### src/rtl/mips_pkg.sv
// rtl/mips_pkg.sv - opcodes, ALUOp encodings and ID/EX control-bundle layout shared by the decode stage
package mips_pkg;

  localparam logic [5:0] OP_RTYPE = 6'h00;
  localparam logic [5:0] OP_LW    = 6'h23;
  localparam logic [5:0] OP_SW    = 6'h2B;
  localparam logic [5:0] OP_BEQ   = 6'h04;

  localparam logic [1:0] ALUOP_ADD   = 2'b00;
  localparam logic [1:0] ALUOP_SUB   = 2'b01;
  localparam logic [1:0] ALUOP_FUNCT = 2'b10;

  localparam int REG_AW = 5;

  localparam int WB_W = 2;
  localparam int M_W  = 3;
  localparam int EX_W = 4;

  localparam int WB_REGWRITE  = 1;
  localparam int WB_MEMTOREG  = 0;
  localparam int M_BRANCH     = 2;
  localparam int M_MEMREAD    = 1;
  localparam int M_MEMWRITE   = 0;
  localparam int EX_REGDST    = 3;
  localparam int EX_ALUOP_LSB = 1;
  localparam int EX_ALUSRC    = 0;

  typedef struct packed {
    logic [WB_W-1:0] wb;
    logic [M_W-1:0]  m;
    logic [EX_W-1:0] ex;
  } ctl_t;

  // Unknown opcodes decode to all-zero control, i.e. a bubble.
  function automatic ctl_t decode_ctl(input logic [5:0] opcode);
    ctl_t c;
    c = '0;
    case (opcode)
      OP_RTYPE: begin
        c.ex[EX_REGDST]            = 1'b1;
        c.ex[EX_ALUOP_LSB +: 2]    = ALUOP_FUNCT;
        c.wb[WB_REGWRITE]          = 1'b1;
      end
      OP_LW: begin
        c.ex[EX_ALUSRC]            = 1'b1;
        c.ex[EX_ALUOP_LSB +: 2]    = ALUOP_ADD;
        c.m[M_MEMREAD]             = 1'b1;
        c.wb[WB_REGWRITE]          = 1'b1;
        c.wb[WB_MEMTOREG]          = 1'b1;
      end
      OP_SW: begin
        c.ex[EX_ALUSRC]            = 1'b1;
        c.ex[EX_ALUOP_LSB +: 2]    = ALUOP_ADD;
        c.m[M_MEMWRITE]            = 1'b1;
      end
      OP_BEQ: begin
        c.ex[EX_ALUOP_LSB +: 2]    = ALUOP_SUB;
        c.m[M_BRANCH]              = 1'b1;
      end
      default: ;
    endcase
    return c;
  endfunction

endpackage

### src/rtl/reg_file.sv
// rtl/reg_file.sv - 2R1W register file, R0 hardwired to zero; ID_WB_BYPASS_EN enables write-through reads
module reg_file
  import mips_pkg::*;
#(
  parameter int DATA_W  = 32,
  parameter int REG_CNT = 32
) (
  input  logic              clk,
  input  logic              rst_n,
  input  logic [REG_AW-1:0] ra1,
  input  logic [REG_AW-1:0] ra2,
  output logic [DATA_W-1:0] rd1,
  output logic [DATA_W-1:0] rd2,
  input  logic              we,
  input  logic [REG_AW-1:0] wa,
  input  logic [DATA_W-1:0] wd
);

  logic [DATA_W-1:0] mem [REG_CNT];

  always_ff @(posedge clk or negedge rst_n) begin
    if (!rst_n) begin
      for (int i = 0; i < REG_CNT; i++) mem[i] <= '0;
    end else if (we && wa != '0) begin
      mem[wa] <= wd;
    end
  end

  always_comb begin
    rd1 = (ra1 == '0) ? '0 : mem[ra1];
    rd2 = (ra2 == '0) ? '0 : mem[ra2];
`ifdef ID_WB_BYPASS_EN
    // wa != 0 already keeps R0 reading zero under bypass.
    if (we && wa != '0 && wa == ra1) rd1 = wd;
    if (we && wa != '0 && wa == ra2) rd2 = wd;
`endif
  end

endmodule

### src/rtl/id_stage.sv
// rtl/id_stage.sv - MIPS decode stage: IF/ID latch, decode, register read, ID/EX latch (ID_WB_BYPASS_EN selects register-file bypass)
module id_stage
  import mips_pkg::*;
#(
  parameter int DATA_W  = 32,
  parameter int REG_CNT = 32
) (
  input  logic              clk,
  input  logic              rst_n,
  input  logic [DATA_W-1:0] npc_in,
  input  logic [31:0]       instr_in,
  input  logic              stall,
  input  logic              flush,
  input  logic              wb_regwrite,
  input  logic [4:0]        wb_rd,
  input  logic [DATA_W-1:0] wb_data,
  output logic [DATA_W-1:0] npc_out,
  output logic [DATA_W-1:0] rd1_out,
  output logic [DATA_W-1:0] rd2_out,
  output logic [DATA_W-1:0] sext_out,
  output logic [4:0]        rt_out,
  output logic [4:0]        rd_out,
  output logic [1:0]        wb_ctl,
  output logic [2:0]        m_ctl,
  output logic [3:0]        ex_ctl
);

  logic [DATA_W-1:0] ifid_npc;
  logic [31:0]       ifid_instr;

  // Flush has priority so a taken branch clears IF/ID even while stalled.
  always_ff @(posedge clk or negedge rst_n) begin
    if (!rst_n) begin
      ifid_npc   <= '0;
      ifid_instr <= '0;
    end else if (flush) begin
      ifid_npc   <= '0;
      ifid_instr <= '0;
    end else if (!stall) begin
      ifid_npc   <= npc_in;
      ifid_instr <= instr_in;
    end
  end

  logic [5:0]        opcode;
  logic [4:0]        rs, rt, rd;
  logic [15:0]       imm;
  logic [DATA_W-1:0] rs_data, rt_data, sext;
  ctl_t              ctl;
  logic              bubble;

  assign opcode = ifid_instr[31:26];
  assign rs     = ifid_instr[25:21];
  assign rt     = ifid_instr[20:16];
  assign rd     = ifid_instr[15:11];
  assign imm    = ifid_instr[15:0];
  assign sext   = {{(DATA_W-16){imm[15]}}, imm};
  assign ctl    = decode_ctl(opcode);
  assign bubble = stall | flush;

  reg_file #(
    .DATA_W (DATA_W),
    .REG_CNT(REG_CNT)
  ) u_reg_file (
    .clk  (clk),
    .rst_n(rst_n),
    .ra1  (rs),
    .ra2  (rt),
    .rd1  (rs_data),
    .rd2  (rt_data),
    .we   (wb_regwrite),
    .wa   (wb_rd),
    .wd   (wb_data)
  );

  // Data fields always load; only the control bits are zeroed for a bubble.
  always_ff @(posedge clk or negedge rst_n) begin
    if (!rst_n) begin
      npc_out  <= '0;
      rd1_out  <= '0;
      rd2_out  <= '0;
      sext_out <= '0;
      rt_out   <= '0;
      rd_out   <= '0;
      wb_ctl   <= '0;
      m_ctl    <= '0;
      ex_ctl   <= '0;
    end else begin
      npc_out  <= ifid_npc;
      rd1_out  <= rs_data;
      rd2_out  <= rt_data;
      sext_out <= sext;
      rt_out   <= rt;
      rd_out   <= rd;
      wb_ctl   <= bubble ? '0 : ctl.wb;
      m_ctl    <= bubble ? '0 : ctl.m;
      ex_ctl   <= bubble ? '0 : ctl.ex;
    end
  end

endmodule

### config.mk
export PLATFORM = sky130hd
export DESIGN_NAME = id_stage
export DESIGN_NICKNAME = d
export VERILOG_FILES = /design/src/rtl/mips_pkg.sv /design/src/rtl/reg_file.sv /design/src/rtl/id_stage.sv
export SDC_FILE = /design/constraint.sdc
export NUM_CORES = 2
export LEC_CHECK = 0
export CORE_ASPECT_RATIO = 1.25
export CORE_MARGIN = 2
export CORE_UTILIZATION = 55
export DETAILED_ROUTE_END_ITERATION = 6
export GPL_TIMING_DRIVEN = 0
export PLACE_DENSITY = 0.76
export SYNTH_ARGS = -nofsm -noshare
export SYNTH_HDL_FRONTEND = slang
export SYNTH_SLANG_ARGS = --single-unit
### constraint.sdc
create_clock -name clk -period 2 [get_ports clk]
set_clock_uncertainty 0.1 [all_clocks]
set_input_delay 0.4 -clock clk [delete_from_list [all_inputs] [get_ports clk]]
set_output_delay 0.4 -clock clk [all_outputs]
set_load 0.03 [all_outputs]
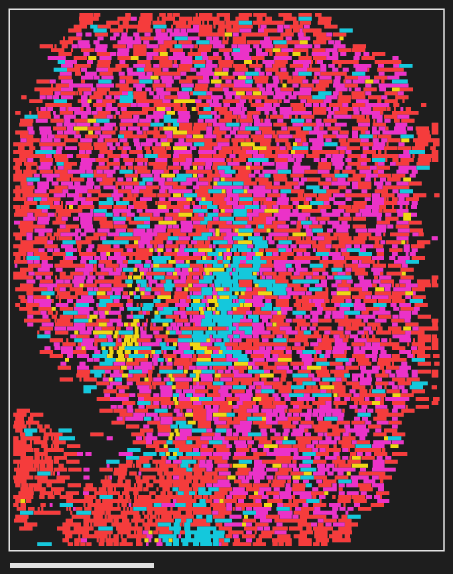
(images/sizes.png)
Bar = 100 um.
| color | size | cells | most used |
|---|---|---|---|
| yellow | _3 and _4 cells | 248 | buf_4 |
| red | _0 and _1 cells | 2102 | dfrtp_1 |
| magenta | _2 cells | 1814 | mux2_2 |
| cyan | _6 and larger | 443 | clkbuf_16 |

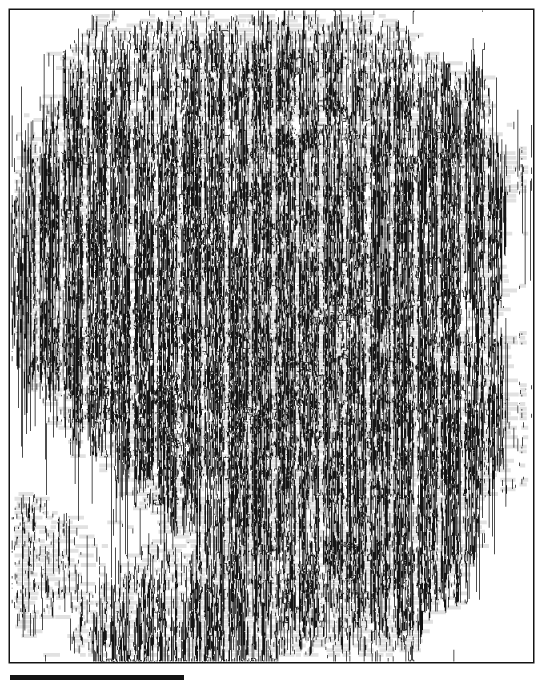
(images/layer_met2.png)
Bar = 100 um.
nets with wire on the layer: 4381
share of all routed wire: 42%
longest straight run: 207 um
main direction: vertical

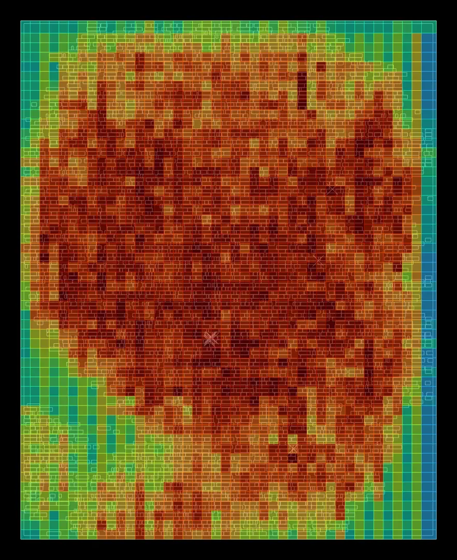
(images/congestion.png)
GR peak layer: met2
met1 Track Usage GR: 50.58%
met3 Use GR: 21.68%

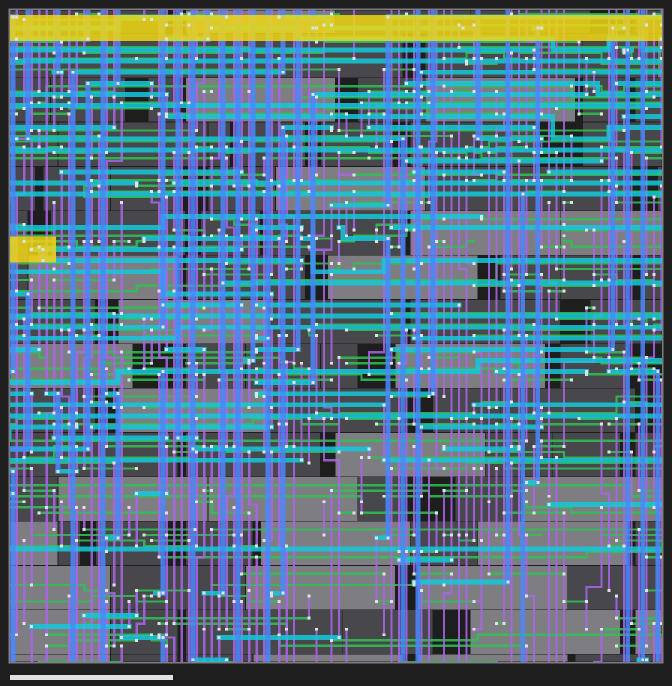
(images/detail.png)
Bar = 10 um. Region (130, 92) to (170, 132) um. Cells in gray, sequential cells in the stronger gray; small squares are vias.
| color | layer |
|---|---|
| purple | metal 2 |
| blue | metal 4 |
| green | metal 1 |
| cyan | metal 3 |
| yellow | metal 5 |
most frequent: dfrtp_1 (23), mux2_2 (16), mux4_2 (11)
sequential cells in the window: 23
cells with their middle in the window: 83
netlist names of flops here include: `u_reg_file.mem` (23)

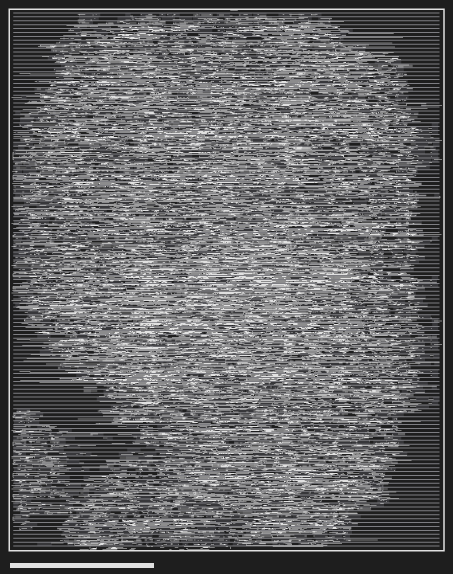
(images/layer_met1.png)
Bar = 100 um. Supply wires on this layer in gray.
wire length on this layer: 81.8 mm
longest straight run: 95.2 um
main direction: horizontal
nets with wire on the layer: 4384
share of all routed wire: 32%
WL final: 258.9 mm
via count: 45190

==> run summary <==
fresh numbers from the pnr run: critical path class flop to flop, Max Cap Violations 0, Pre-Place Util 55.25%, clock buf count 167, number of DRC markers in iteration 0 6670, worst r2r path cells 5, net count after synthesis 4091, Post-synth seq share 50.21%, MI comb cells 2307, Nets 4611, Yosys warning count 0, Worst Setup Slack, final -531.2 ps, H-Tree Depth 3, antenna violations before repair 14, Synth Instances 3985, Tot GR Track Use between 40% and 50%, clock sink count 1213, number of synthesized flops with an enable pin 0, worst path bufs/invs 2, Final ANT Viol Nets 0, largest fanout on the critical path 10, area growth from synthesis to layout 25.66%, Reg area 30360 um2, die area approximately 110000 um2, synthesized cell area 60450 um2, Final Power 0.07377 W, top_reg_cell synth dfrtp_1, failing checks DRC, hold timing, setup timing, Remaining DRCs 11, relative slew slack 22.25%, combinational share of cell area 39.52%, Combinational Area 30020 um2, status finished, violations left, GRT Residual Overflow 0, Tap Cells between 1000 and 1500, CTS tree done, dominant kind of cell flip-flops and latches, Yosys Instances 3985, post-synthesis register bit count approximately 1200, Syn Area/Cell roughly 15 um2, pwr/cell area 971.1 nW/um2, First-pass DRT Iterations 7, cell with the most instances on the worst path buf_2, # IOs ~250, crit end category flop, number of hold violations in the final report ~120, clk tree area frac around 5.5%, Yosys top cell by area dfrtp_1, Placer Congestion 1.014, hpwl dp 156.7 mm, design area 75960 um2, count of non-CTS inverters in the layout 2, CP arrival approximately 3000 ps, die width ~300 um, FFs & Latches between 1000 and 1500, RSZ-0062 raised after global routing true, highest clock rate between 0.3 and 0.4 GHz, largest net degree at the start of global routing 181, Worst VDD drop 0.7455 mV, placed standard-cell area around 65000 um2, OpenROAD warning count 44, share of the synthesized area in the top cell type 50.21%, I/O Buffers 252, clock-pin transition on the worst setup and hold timing paths 60 ps, Die Height 374.7 um, R2R setup slack -530 ps, non-clock buffer share of cell area between 10 and 15%, CP max stage cell buf_2, Yosys chip area 60450 um2, Pleak 33.67 nW, Seq area share 39.96%, worst-case clock buffer depth 3, Core Rows 136, drt wl/cell roughly 43 um, Startpoint Class flop, actual slew at the worst max-slew pin 1166 ps, share of post-route cells with drive strength above 1 54.37%, Stages on worst setup path 5, Fillers 6965, cycle use final 126.6%, Non-clock buffers 862, ant diodes 14, max-slew violation count 0, number of global-route vias before repair approximately 45000, Synth area leaders dfrtp_1, mux2_2, mux4_2, crit-path leading delay family buffers and inverters, CORE AREA between 100000 and 150000 um2, Unique cell types 37, CP peak stage delay 550 ps, Critical Path RT between 2000 and 2500 ps, total CTS buffers 119, Hold Path Class input port to async pin, worst skew pair latency 770 ps, Clock Root Buffer clkbuf_16, hold slack -463.4 ps, vias per cell 7.444, ys async rst share 100.0%, final tally of setup violations 183, crit-path cells buf_2, buf_2, mux4_2, a22oi_2, a311oi_4, first-pass GRT wire length 338.9 mm, Period minus WS final 2531 ps
[layout by cell type (no fill, tap or decap), types with 46 or more instances in the layout]
| cell type | synthesis | final |
|---|---|---|
| a22oi_2 | 0 | 47 |
| buf_6 | 22 | 101 |
| mux4_2 | 448 | 448 |
| nor2b_1 | 68 | 66 |
| buf_2 | 123 | 59 |
| buf_12 | 0 | 59 |
| a311oi_2 | 0 | 46 |
| clkbuf_1 | 200 | 154 |
| buf_4 | 70 | 91 |
| mux2_2 | 1017 | 987 |
| clkbuf_16 | 0 | 158 |
| o21ai_2 | 0 | 57 |
| clkdlybuf4s50_1 | 0 | 98 |
| dlymetal6s2s_1 | 0 | 112 |
| nor2_1 | 85 | 67 |
| mux2i_1 | 192 | 191 |
| dfrtp_1 | 1213 | 1210 |
[worst reg2reg max path, cell delays in order, from the launching register on]
cell,delay [ps]
dfrtp_1,370
buf_2,240
buf_2,550
mux4_2,420
a22oi_2,450
a311oi_4,220
[power breakdown]
group / total [W] / switching, W / internal [W]
Clock: 0.0242 / 0.0105 / 0.0137
Sequential: 0.0320 / 0.00325 / 0.0288
Combinational: 0.0176 / 0.00849 / 0.00907
[registers in the layout (all words and copies together), names as in the netlist]
register and flops:
ex_ctl 4, ifid_instr 32, ifid_npc 32, m_ctl 3, npc_out 32, rd1_out 32, rd2_out 32, rd_out 5
rt_out 5, sext_out 11, u_reg_file.mem 1024, wb_ctl 1
[kinds of logic after synthesis]
group / after synthesis / share of synthesized area, %
flip-flops: 1213 / 50.21
buffers and inverters: 465 / 3.850
multiplexers: 1696 / 39.54
AND-OR/OR-AND: 364 / 4.338
AND/OR/NAND/NOR: 247 / 2.057
[routing by layer]
layer	global-route usage, %	vias up	share of wire [%]
met3	21.68	1476	15
met4	35.69	29	11
met2	61.46	4154	42
met1	50.58	23250	32
li1	-	16280	-
met5	4.329	-	0.46
[what timing repair did]
item,CTS,global route
setup endpoints to repair,1469,1515
setup buffers,33,70
cloned,11,30
hold endpoints to repair,107,107
resized,895,571
pin swaps,57,64
[cells in the mapped netlist, types with 49 or more instances]
cell type	count
mux2_2	1017
nand2_1	56
mux2i_1	192
nor2_1	85
o21ai_1	59
a22oi_1	64
mux4_2	448
o21ai_0	49
clkbuf_1	200
buf_2	123
buf_4	70
nor2b_1	68
a311oi_1	64
a211oi_1	64
dfrtp_1	1213
[path summary, 6_finish.rpt]
path	from	endpoint
max	ifid_instr[18]	rd2_out[8]
max reg2reg	ifid_instr[18]	rd2_out[8]
min reg2reg	ifid_instr[20]	rt_out[4]
min in group clk	npc_in[31]	ifid_npc[31]
min	rst_n	ifid_npc[26]
max in group asynchronous	rst_n	u_reg_file.mem[651]
[stage by stage]
| stage | cells | TNS [ps] | setup WS (ps) | utilization (%) | hold slack (ps) |
|---|---|---|---|---|---|
| floorplan | 3985 | 0 | 80.02 | - | 4.409 |
| global placement | 5686 | - | -54330 | 59.21 | 253.9 |
| detailed placement | 5696 | -1772590 | -1863 | 59.46 | 253.5 |
| CTS | 5962 | -225990 | -374.4 | 66.75 | -480.8 |
| global route | 6059 | -28730 | -503.8 | 69.40 | -432.1 |
| finish | 6070 | -32160 | -531.2 | 69.43 | -463.4 |
Power is estimated from default activity; no workload was simulated.
